**src/rtl/stopwatch_bcd_lap.sv**
```systemverilog
// BCD stopwatch with run/pause control, lap snapshot and wrap-or-saturate rollover.
// The hundredths tick comes from an internal prescaler that only advances while running.
//
//   state  | meaning
//   IDLE   | counts zero, waiting for start_stop
//   RUN    | prescaler advancing, digits count on tick
//   PAUSED | counts and prescaler fraction held
//   SAT    | frozen at all-nines (SATURATE=1 only), left only by clear/reset
module stopwatch_bcd_lap #(
  parameter int CLK_DIV        = 4,
  parameter int NUM_SEC_DIGITS = 2,
  parameter int SATURATE       = 0
) (
  input  logic                        clk,
  input  logic                        reset,
  input  logic                        start_stop,
  input  logic                        clear,
  input  logic                        lap,
  output logic                        running,
  output logic [3:0]                  hundredth,
  output logic [3:0]                  tenth,
  output logic [4*NUM_SEC_DIGITS-1:0] sec,
  output logic [3:0]                  lap_hundredth,
  output logic [3:0]                  lap_tenth,
  output logic [4*NUM_SEC_DIGITS-1:0] lap_sec,
  output logic                        lap_valid,
  output logic                        overflow
);

  localparam int PW = (CLK_DIV > 1) ? $clog2(CLK_DIV) : 1;
  localparam int ND = NUM_SEC_DIGITS + 2;

  typedef enum logic [1:0] {IDLE, RUN, PAUSED, SAT} state_t;

  state_t          state, state_nxt;
  logic [PW-1:0]   pre;
  logic [3:0]      dig     [ND];
  logic [3:0]      dig_nxt [ND];
  logic [3:0]      lap_dig [ND];
  logic            tick;
  logic            wrap;
  logic            nxt_all_nines;
  logic            reach_full;

  assign tick       = (state == RUN) && (pre == PW'(CLK_DIV - 1));
  assign reach_full = tick && nxt_all_nines;

  // digit 0 = hundredths, 1 = tenths, 2.. = seconds (least significant first)
  always_comb begin
    logic c;
    c             = tick;
    nxt_all_nines = 1'b1;
    for (int i = 0; i < ND; i++) begin
      dig_nxt[i] = dig[i];
      if (c) dig_nxt[i] = (dig[i] == 4'd9) ? 4'd0 : dig[i] + 4'd1;
      c = c && (dig[i] == 4'd9);
      if (dig_nxt[i] != 4'd9) nxt_all_nines = 1'b0;
    end
    wrap = c;
  end

  always_comb begin
    state_nxt = state;
    case (state)
      IDLE:    if (start_stop) state_nxt = RUN;
      RUN: begin
        if ((SATURATE != 0) && reach_full) state_nxt = SAT;
        else if (start_stop)               state_nxt = PAUSED;
      end
      PAUSED:  if (start_stop) state_nxt = RUN;
      SAT:     state_nxt = SAT;
      default: state_nxt = IDLE;
    endcase
    if (clear) state_nxt = IDLE;
  end

  always_ff @(posedge clk) begin
    if (reset) state <= IDLE;
    else       state <= state_nxt;
  end

  always_ff @(posedge clk) begin
    if (reset || clear) begin
      pre       <= '0;
      lap_valid <= 1'b0;
      overflow  <= 1'b0;
      for (int i = 0; i < ND; i++) begin
        dig[i]     <= '0;
        lap_dig[i] <= '0;
      end
    end else begin
      if (state == RUN) pre <= tick ? '0 : pre + PW'(1);
      if (tick) begin
        for (int i = 0; i < ND; i++) dig[i] <= dig_nxt[i];
      end
      // in saturate mode the all-nines state is never ticked past, so wrap stays low
      if (wrap || ((SATURATE != 0) && reach_full)) overflow <= 1'b1;
      // snapshot takes the pre-increment value when a tick lands on the same cycle
      if (lap && (state != IDLE)) begin
        lap_valid <= 1'b1;
        for (int i = 0; i < ND; i++) lap_dig[i] <= dig[i];
      end
    end
  end

  always_comb begin
    running       = (state == RUN);
    hundredth     = dig[0];
    tenth         = dig[1];
    lap_hundredth = lap_dig[0];
    lap_tenth     = lap_dig[1];
    sec           = '0;
    lap_sec       = '0;
    for (int i = 0; i < NUM_SEC_DIGITS; i++) begin
      sec[4*i +: 4]     = dig[2+i];
      lap_sec[4*i +: 4] = lap_dig[2+i];
    end
  end

endmodule

```
**config.mk**
```make
export PLATFORM = sky130hd
export DESIGN_NAME = stopwatch_bcd_lap
export DESIGN_NICKNAME = d
export VERILOG_FILES = /design/src/rtl/stopwatch_bcd_lap.sv
export SDC_FILE = /design/constraint.sdc
export NUM_CORES = 1
export LEC_CHECK = 0
export CAP_MARGIN = 25
export CORE_MARGIN = 8
export CORE_UTILIZATION = 40
export CTS_CLUSTER_SIZE = 24
export DETAILED_ROUTE_END_ITERATION = 8
export PLACE_DENSITY = 0.69
export REMOVE_ABC_BUFFERS = 1
export SETUP_SLACK_MARGIN = 0.2
export SYNTH_ARGS = -nofsm -noshare
export SYNTH_HDL_FRONTEND = slang
export SYNTH_SLANG_ARGS = --single-unit
```
**constraint.sdc**
```tcl
create_clock -name clk -period 1.3 [get_ports clk]
set_input_delay 0.195 -clock clk [delete_from_list [all_inputs] [get_ports clk]]
set_output_delay 0.195 -clock clk [all_outputs]
set_load 0.01 [all_outputs]
```
==> results_tabular.tex, run 1 <==
% Implementation results table
\begin{tabular}{lr}
\hline
Metric & Value \\
\hline
\multicolumn{2}{l}{\textbf{Logic synthesis}} \\
Summed standard-cell area reported by yosys & 1738 um2 \\
Primary FF master, synth & edfxtp\_1 \\
Area fraction in full adders, half adders and majority gates & 0.06479 \\
Synth Warn \# & 0 \\
Ranking of synthesized cells by instance count & 32 x edfxtp\_1, 18 x nor2\_1, 12 x and2\_1 \\
Average footprint of a synthesized cell & 12.69 um2 \\
Cell total in the yosys stat output & 137 \\
Simple-Gate Fraction of Synth Area & 0.2073 \\
Cell with the most instances after synthesis & edfxtp\_1 \\
Portion of synthesized cell area occupied by the leading cell type & 0.5529 \\
\multicolumn{2}{l}{\textbf{Run}} \\
Number of warning messages in the logs & 31 \\
\multicolumn{2}{l}{\textbf{Pwr}} \\
Combinational-cell power consumption & 0.409 mW \\
Worst vdd rail ir drop & 599.2 uV \\
Seq group & 1.39 mW \\
Power attributed to the clock group & 0.768 mW \\
Internal power summed over all cells & 1.951 mW \\
Net switching share of the total power & 0.2403 \\
Sequential share of power & 0.542 \\
Areal power density over the cells & 835.6 nW/um2 \\
\multicolumn{2}{l}{\textbf{Clock tree}} \\
Depth of the CTS H-tree & 2 \\
Longest Clk Path Bufs & 2 \\
Number of instances resized during post-cts repair & 213 \\
TritonCTS Buffers & 5 \\
Insertion delay of the later-clocked pin in the worst-skew pair & 0.29 ns \\
Cell at the root of the clock tree & clkbuf\_8 \\
Clock slew at reported path FFs & 0.07 ns \\
\multicolumn{2}{l}{\textbf{Global routing}} \\
Met2 capacity usage during global routing & 0.3007 \\
Met3 Use GR & 0.04267 \\
Total routing resource utilization after global routing & 0.1531 \\
Global-route met1 utilization & 0.1387 \\
Largest net degree at the start of global routing & 13 \\
\multicolumn{2}{l}{\textbf{Route}} \\
Average vias per placed instance & 4.997 \\
Met1 layer wirelength in the final routing & 1849 um \\
Met3 Wirelength & 228 um \\
WL/cell & 17.36 um \\
\multicolumn{2}{l}{\textbf{Floorplanning}} \\
Pre-Place Util & 0.4076 \\
Number of rows in the core area & 24 \\
\# IOs & 40 \\
Height of the die & 81.92 um \\
Number of well taps & 52 \\
\multicolumn{2}{l}{\textbf{Cells and area}} \\
Tally of filler cells in the layout & 275 \\
Net count reported at finish & 254 \\
FFs \& Latches & 38 \\
Largest registers & dig x16, lap\_dig x16 \\
Design area & 3073 um2 \\
Most used cells in the layout excluding fill and tap cells & 39 x buf\_6, 32 x edfxtp\_1, 29 x buf\_4 \\
Number of multi-input logic gates & 91 \\
Clock buffer count & 5 \\
Most area-hungry cell class in the final design & registers \\
Clock buf/inv share & 0.02769 \\
Combined area of the multi-input logic cells & 887.1 um2 \\
Count of inverters not on the clock network in the layout & 4 \\
Register share of the cell area & 0.3546 \\
Total of plain and repair buffers excluding clock buffers & 100 \\
\multicolumn{2}{l}{\textbf{Critical path}} \\
Capturing element of the worst setup path & dig[0][12] \\
CP peak stage delay & 0.40 ns \\
Crit Path Max Fanout & 4 \\
Startpoint of the worst setup timing path & dig[0][1] \\
Crit path max-delay cell type & edfxtp\_1 \\
FF-to-FF setup slack & -0.14 ns \\
Required time reported for the critical path endpoint & 1.31 ns \\
Reg2reg path depth & 5 \\
\multicolumn{2}{l}{\textbf{STA}} \\
Total negative slack for setup checks & -3.186 ns \\
Headroom to the max-slew limit & 0.8622 \\
Final setup violation count & 36 \\
Final setup slack of the worst path & -0.1438 ns \\
Clock skew after layout & 0.004957 ns \\
Shortest period the worst path allows & 1.444 ns \\
Setup repair after global routing missed its margin & true \\
\multicolumn{2}{l}{\textbf{Place}} \\
Dpl ws & -0.5071 ns \\
Port-buffer cells & 39 \\
Placed instance area & 2411 um2 \\
\multicolumn{2}{l}{\textbf{Outcome}} \\
Run status & finished, violations left \\
Violations in the final reports & negative setup slack \\
\multicolumn{2}{l}{\textbf{Hold path}} \\
Sink of the worst hold path & lap\_valid \\
\hline
\end{tabular}
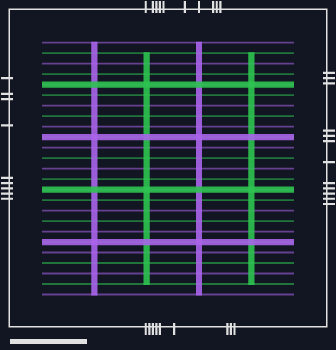
*Power grid, run 1*
The bar under the picture is 20 um long. Pins as bars on the die edge.
Purple marks VSS. Green marks VDD.
4 straps on met4. 4 straps on met5.

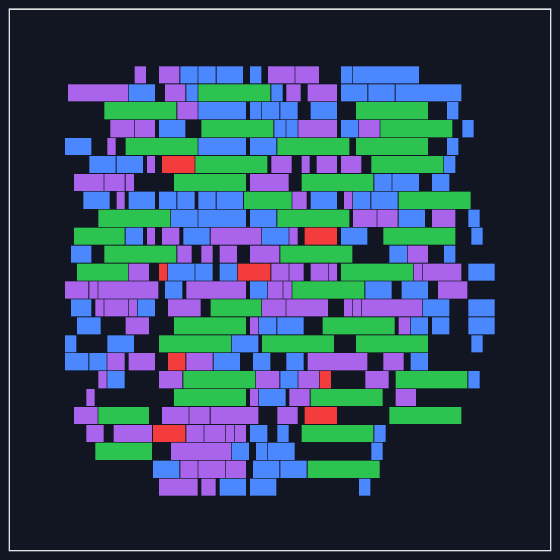
*Placement by cell class, run 1*
Purple marks remaining logic cells, cells 95. Red marks clock drivers and dummy loads, cells 8. Blue marks remaining buffers and delay cells, cells 100. Green marks registers, cells 38.

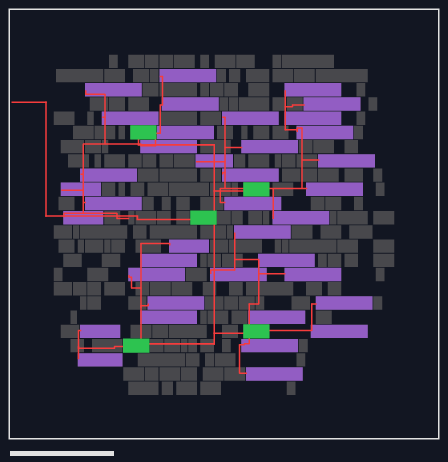
*Clock distribution, run 1*
The bar under the picture is 20 um long.
Green marks clock-net drivers, count 5. Red marks clock wires, length 418 um. Purple marks flip-flops, count 38.
There are 6 routed clock nets.

### Signal wires by layer, run 1

The bar under the picture is 20 um long.
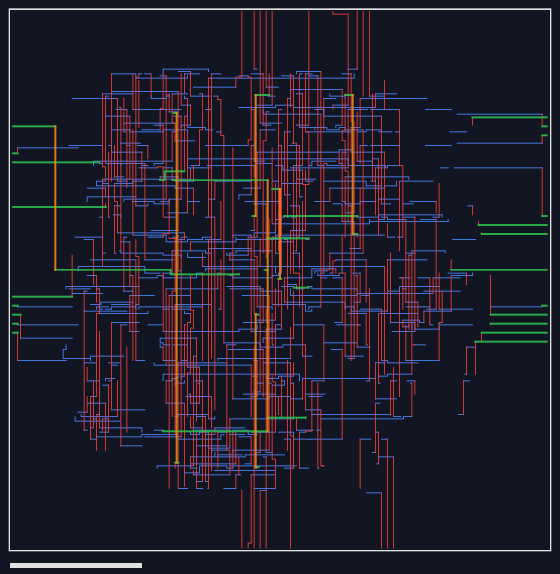

==> inputs of run 2 (changes only) <==
--- a/config.mk
+++ b/config.mk
@@ -10,9 +10,11 @@
 export CORE_UTILIZATION = 40
 export CTS_CLUSTER_SIZE = 24
 export DETAILED_ROUTE_END_ITERATION = 8
+export GPL_TIMING_DRIVEN = 0
 export PLACE_DENSITY = 0.69
 export REMOVE_ABC_BUFFERS = 1
 export SETUP_SLACK_MARGIN = 0.2
+export SLEW_MARGIN = 10
 export SYNTH_ARGS = -nofsm -noshare
 export SYNTH_HDL_FRONTEND = slang
 export SYNTH_SLANG_ARGS = --single-unit
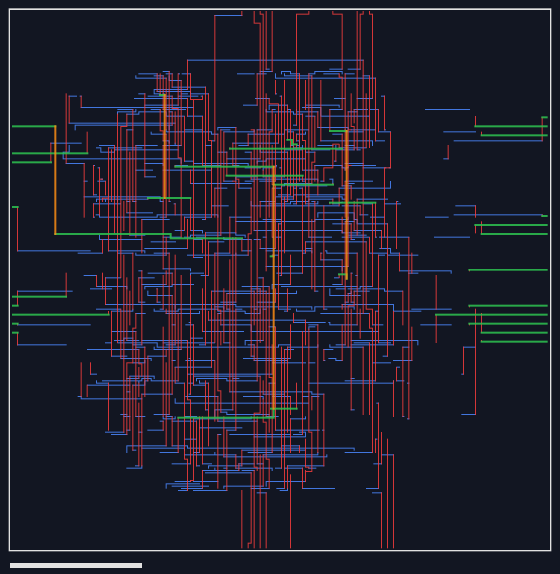
*Signal wires by layer, run 2*
The bar under the picture is 20 um long.
Orange marks M4, wire length 91.1 um. Green marks M3, wire length 285 um. Blue marks M1, wire length 1920 um. Red marks M2, wire length 2750 um.

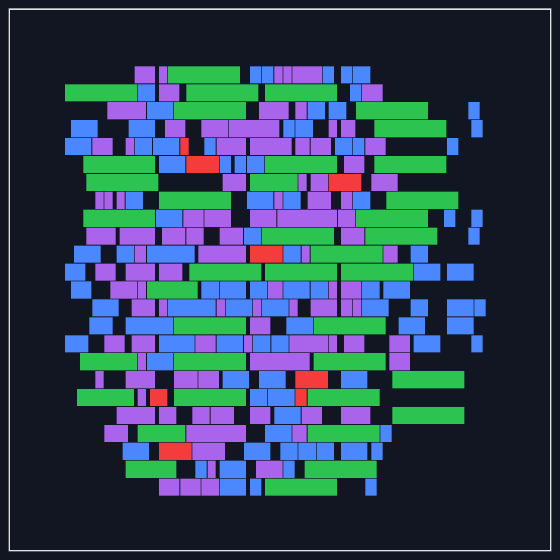
*Placement by cell class, run 2*
Blue marks remaining buffers and delay cells, cells 94. Green marks registers, cells 38. Purple marks remaining logic cells, cells 97. Red marks clock drivers and dummy loads, cells 8.

==> run 2 against run 1 <==
Clock skew is 0.0033 ns higher. The run still ends with negative setup slack left. Maximum frequency is 0.26% lower. Global-route usage is 0.29 points lower. Synthesized cell count stayed put. Sequential cell count stayed put. Sequential share of layout area is 1.6 points higher. Worst hold slack worse by 0.012 ns. Cell count is 1.4% lower. Wire length is 0.90% lower. Design area is 4.3% lower. Critical path type unchanged. Critical path depth stayed put. Non-clock buffer count is 6 lower.
==> results_tabular.tex, run 2 <==
% Implementation results table
\begin{tabular}{lr}
\hline
Metric & Value \\
\hline
\multicolumn{2}{l}{\textbf{Pwr}} \\
Combinational-cell power consumption & 0.395 mW (-3\%) \\
Sequential share of power & 0.539 (-0.003) \\
Net switching share of the total power & 0.2488 (+0.008455) \\
Power attributed to the clock group & 0.796 mW (+3.6\%) \\
Seq group & 1.39 mW (about the same) \\
Areal power density over the cells & 878.3 nW/um2 (+5.1\%) \\
\multicolumn{2}{l}{\textbf{Place}} \\
Port-buffer cells & 39 (unchanged) \\
Dpl ws & -0.9542 ns (-0.4470 ns) \\
\multicolumn{2}{l}{\textbf{Critical path}} \\
CP peak stage delay & 0.43 ns (+0.03 ns) \\
Crit path max-delay cell type & edfxtp\_1 \\
Capturing element of the worst setup path & dig[0][13] \\
FF-to-FF setup slack & -0.15 ns (about the same) \\
Crit Path Max Fanout & 4 (unchanged) \\
Required time reported for the critical path endpoint & 1.32 ns (about the same) \\
\multicolumn{2}{l}{\textbf{Global routing}} \\
Global-route met1 utilization & 0.1582 (+0.01956) \\
Total routing resource utilization after global routing & 0.1503 (-0.002860) \\
\multicolumn{2}{l}{\textbf{Route}} \\
Met3 Wirelength & 284 um (+25\%) \\
\multicolumn{2}{l}{\textbf{Clock tree}} \\
Longest Clk Path Bufs & 2 (unchanged) \\
TritonCTS Buffers & 5 (unchanged) \\
Depth of the CTS H-tree & 2 (unchanged) \\
\multicolumn{2}{l}{\textbf{Logic synthesis}} \\
Ranking of synthesized cells by instance count & 32 x edfxtp\_1, 18 x nor2\_1, 12 x and2\_1 \\
Cell total in the yosys stat output & 137 (unchanged) \\
Cell with the most instances after synthesis & edfxtp\_1 \\
Average footprint of a synthesized cell & 12.69 um2 (unchanged) \\
Portion of synthesized cell area occupied by the leading cell type & 0.5529 (unchanged) \\
Synth Warn \# & 0 (unchanged) \\
\multicolumn{2}{l}{\textbf{Cells and area}} \\
Count of inverters not on the clock network in the layout & 4 (unchanged) \\
Most area-hungry cell class in the final design & registers \\
Combined area of the multi-input logic cells & 852.1 um2 (-3.9\%) \\
Most used cells in the layout excluding fill and tap cells & 36 x buf\_6, 32 x edfxtp\_1, 26 x buf\_4 \\
Tally of filler cells in the layout & 294 (+6.9\%) \\
\multicolumn{2}{l}{\textbf{Outcome}} \\
Violations in the final reports & negative setup slack \\
Run status & finished, violations left \\
\multicolumn{2}{l}{\textbf{STA}} \\
Final setup violation count & 36 (unchanged) \\
Total negative slack for setup checks & -3.405 ns (-0.2196 ns) \\
Clock skew after layout & 0.008282 ns (+0.003325 ns) \\
Final setup slack of the worst path & -0.1476 ns (-0.003807 ns) \\
Headroom to the max-slew limit & 0.8475 (-0.01472) \\
Shortest period the worst path allows & 1.448 ns (+0.003807 ns) \\
Setup repair after global routing missed its margin & true \\
\multicolumn{2}{l}{\textbf{Floorplanning}} \\
Number of well taps & 52 (unchanged) \\
Pre-Place Util & 0.4076 (unchanged) \\
\multicolumn{2}{l}{\textbf{Run}} \\
Number of warning messages in the logs & 31 (unchanged) \\
\hline
\end{tabular}
### Clock distribution, run 2

The bar under the picture is 20 um long.
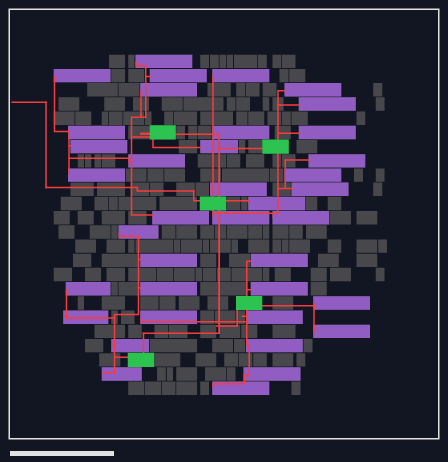

==> inputs of run 3 (changes only) <==
--- a/config.mk
+++ b/config.mk
@@ -5,6 +5,7 @@
 export SDC_FILE = /design/constraint.sdc
 export NUM_CORES = 1
 export LEC_CHECK = 0
+export ABC_AREA = 1
 export CAP_MARGIN = 25
 export CORE_MARGIN = 8
 export CORE_UTILIZATION = 40
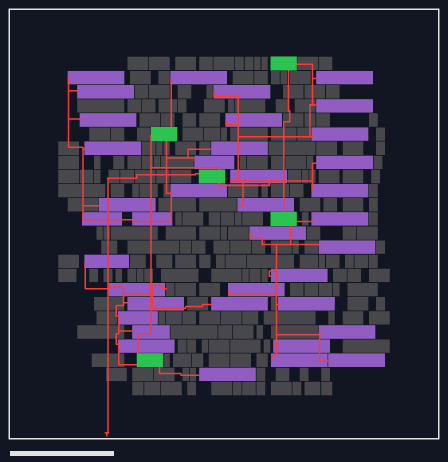
*Clock distribution, run 3*
The bar under the picture is 20 um long.
Purple marks flip-flops, count 38. Green marks clock-net drivers, count 5. Red marks clock wires, length 522 um.
There are 6 routed clock nets.

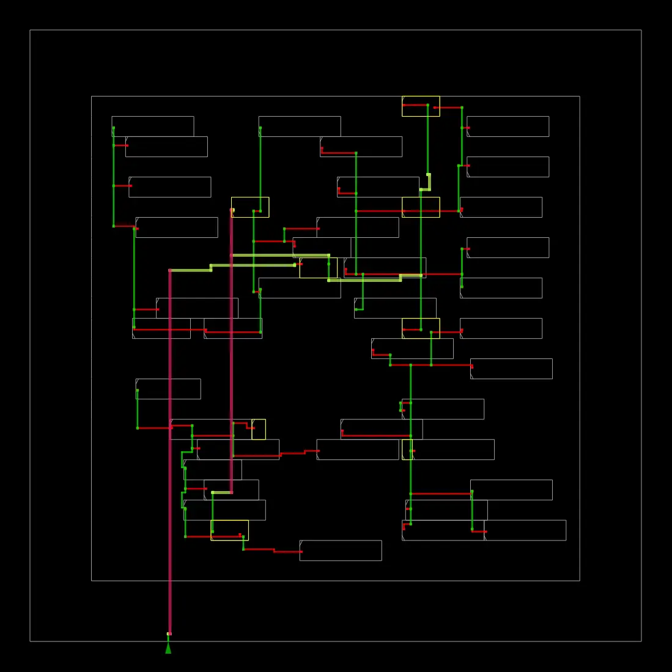
*Clock wiring as the flow saved it, run 3*
TritonCTS Buffers: 5
clock buffer count: 7
insertion delay of the later-clocked pin in the worst-skew pair: 0.30 ns

==> run 3 against run 2 <==
The flow still finishes with violations (negative setup slack). Non-clock buffer count rose by 20. First-iteration DRC count rose by 77%. Combinational power rose by about 20%. Wire length rose by 24%.
==> results_tabular.tex, run 3 <==
% Implementation results table
\begin{tabular}{lr}
\hline
Metric & Value \\
\hline
\multicolumn{2}{l}{\textbf{Hold path}} \\
Path type of the worst min-delay path & in -> reg \\
\multicolumn{2}{l}{\textbf{Global routing}} \\
Total routing resource utilization after global routing & 0.1662 (+0.01589) \\
Global-route met1 utilization & 0.1602 (+0.001995) \\
\multicolumn{2}{l}{\textbf{Outcome}} \\
Violations in the final reports & negative setup slack \\
Run status & finished, violations left \\
\multicolumn{2}{l}{\textbf{Clock tree}} \\
Depth of the CTS H-tree & 2 (unchanged) \\
Longest Clk Path Bufs & 2 (unchanged) \\
Post-CTS setup repair buffer count & 61 \\
\multicolumn{2}{l}{\textbf{Pwr}} \\
Power attributed to the clock group & 0.859 mW (+7.9\%) \\
NetSw & 0.6955 mW \\
Areal power density over the cells & 826.0 nW/um2 (-6.0\%) \\
Combinational-cell power consumption & 0.473 mW (+20\%) \\
Sequential share of power & 0.512 (-0.027) \\
Seq group & 1.40 mW (about the same) \\
Net switching share of the total power & 0.2545 (+0.005726) \\
\multicolumn{2}{l}{\textbf{Cells and area}} \\
Most used cells in the layout excluding fill and tap cells & 42 x buf\_4, 38 x buf\_6, 32 x edfxtp\_1 \\
Most area-hungry cell class in the final design & registers \\
Final Instance Count excl. Fillers & 326 \\
Combined area of the multi-input logic cells & 958.4 um2 (+12\%) \\
Tally of filler cells in the layout & 260 (-12\%) \\
Total of plain and repair buffers excluding clock buffers & 114 \\
\multicolumn{2}{l}{\textbf{Critical path}} \\
Crit Path Max Fanout & 2 (-2) \\
Reg2reg path depth & 9 \\
Required time reported for the critical path endpoint & 1.46 ns (+0.14 ns) \\
CP peak stage delay & 0.36 ns (-0.07 ns) \\
Crit path max-delay cell type & edfxtp\_1 \\
Capturing element of the worst setup path & lap\_dig[1][1] \\
Crit path top cell by count & buf\_4 \\
FF-to-FF setup slack & -0.20 ns (-0.05 ns) \\
\multicolumn{2}{l}{\textbf{Logic synthesis}} \\
XOR/XNOR Area Share & 0.04474 \\
Synth Warn \# & 0 (unchanged) \\
Synth top area cells & edfxtp\_1 55\%, dfxtp\_1 6.8\%, nor2\_1 6.6\%, ha\_1 6.4\%, nor2\_4 6.4\% \\
Most area-hungry cell type in the Yosys netlist & edfxtp\_1 \\
Cell with the most instances after synthesis & edfxtp\_1 \\
Portion of synthesized cell area occupied by the leading cell type & 0.5455 (-0.007461) \\
Ranking of synthesized cells by instance count & 32 x edfxtp\_1, 31 x nor2\_1, 22 x inv\_1 \\
Cell total in the yosys stat output & 153 (+12\%) \\
Average footprint of a synthesized cell & 11.51 um2 (-9.2\%) \\
\multicolumn{2}{l}{\textbf{STA}} \\
Headroom to the max-slew limit & 0.7378 (-0.1097) \\
Final setup violation count & 36 (unchanged) \\
Total negative slack for setup checks & -2.957 ns (+0.4485 ns) \\
Shortest period the worst path allows & 1.500 ns (+0.05245 ns) \\
Setup repair after global routing missed its margin & true \\
Clock skew after layout & 0.004938 ns (-0.003344 ns) \\
Final setup slack of the worst path & -0.2001 ns (-0.05245 ns) \\
\multicolumn{2}{l}{\textbf{Run}} \\
Number of warning messages in the logs & 31 (unchanged) \\
Max cap viols & 0 \\
\multicolumn{2}{l}{\textbf{Route}} \\
Met3 Wirelength & 266 um (-6.3\%) \\
Met1 layer wirelength in the final routing & 2373 um \\
DRC violation count after routing & 0 \\
\multicolumn{2}{l}{\textbf{Place}} \\
Port-buffer cells & 39 (unchanged) \\
Dpl ws & -0.6631 ns (+0.2911 ns) \\
\multicolumn{2}{l}{\textbf{Floorplanning}} \\
Number of well taps & 52 (unchanged) \\
Pre-Place Util & 0.4103 (+0.002686) \\
\hline
\end{tabular}
Power and IR drop assume default switching activity.
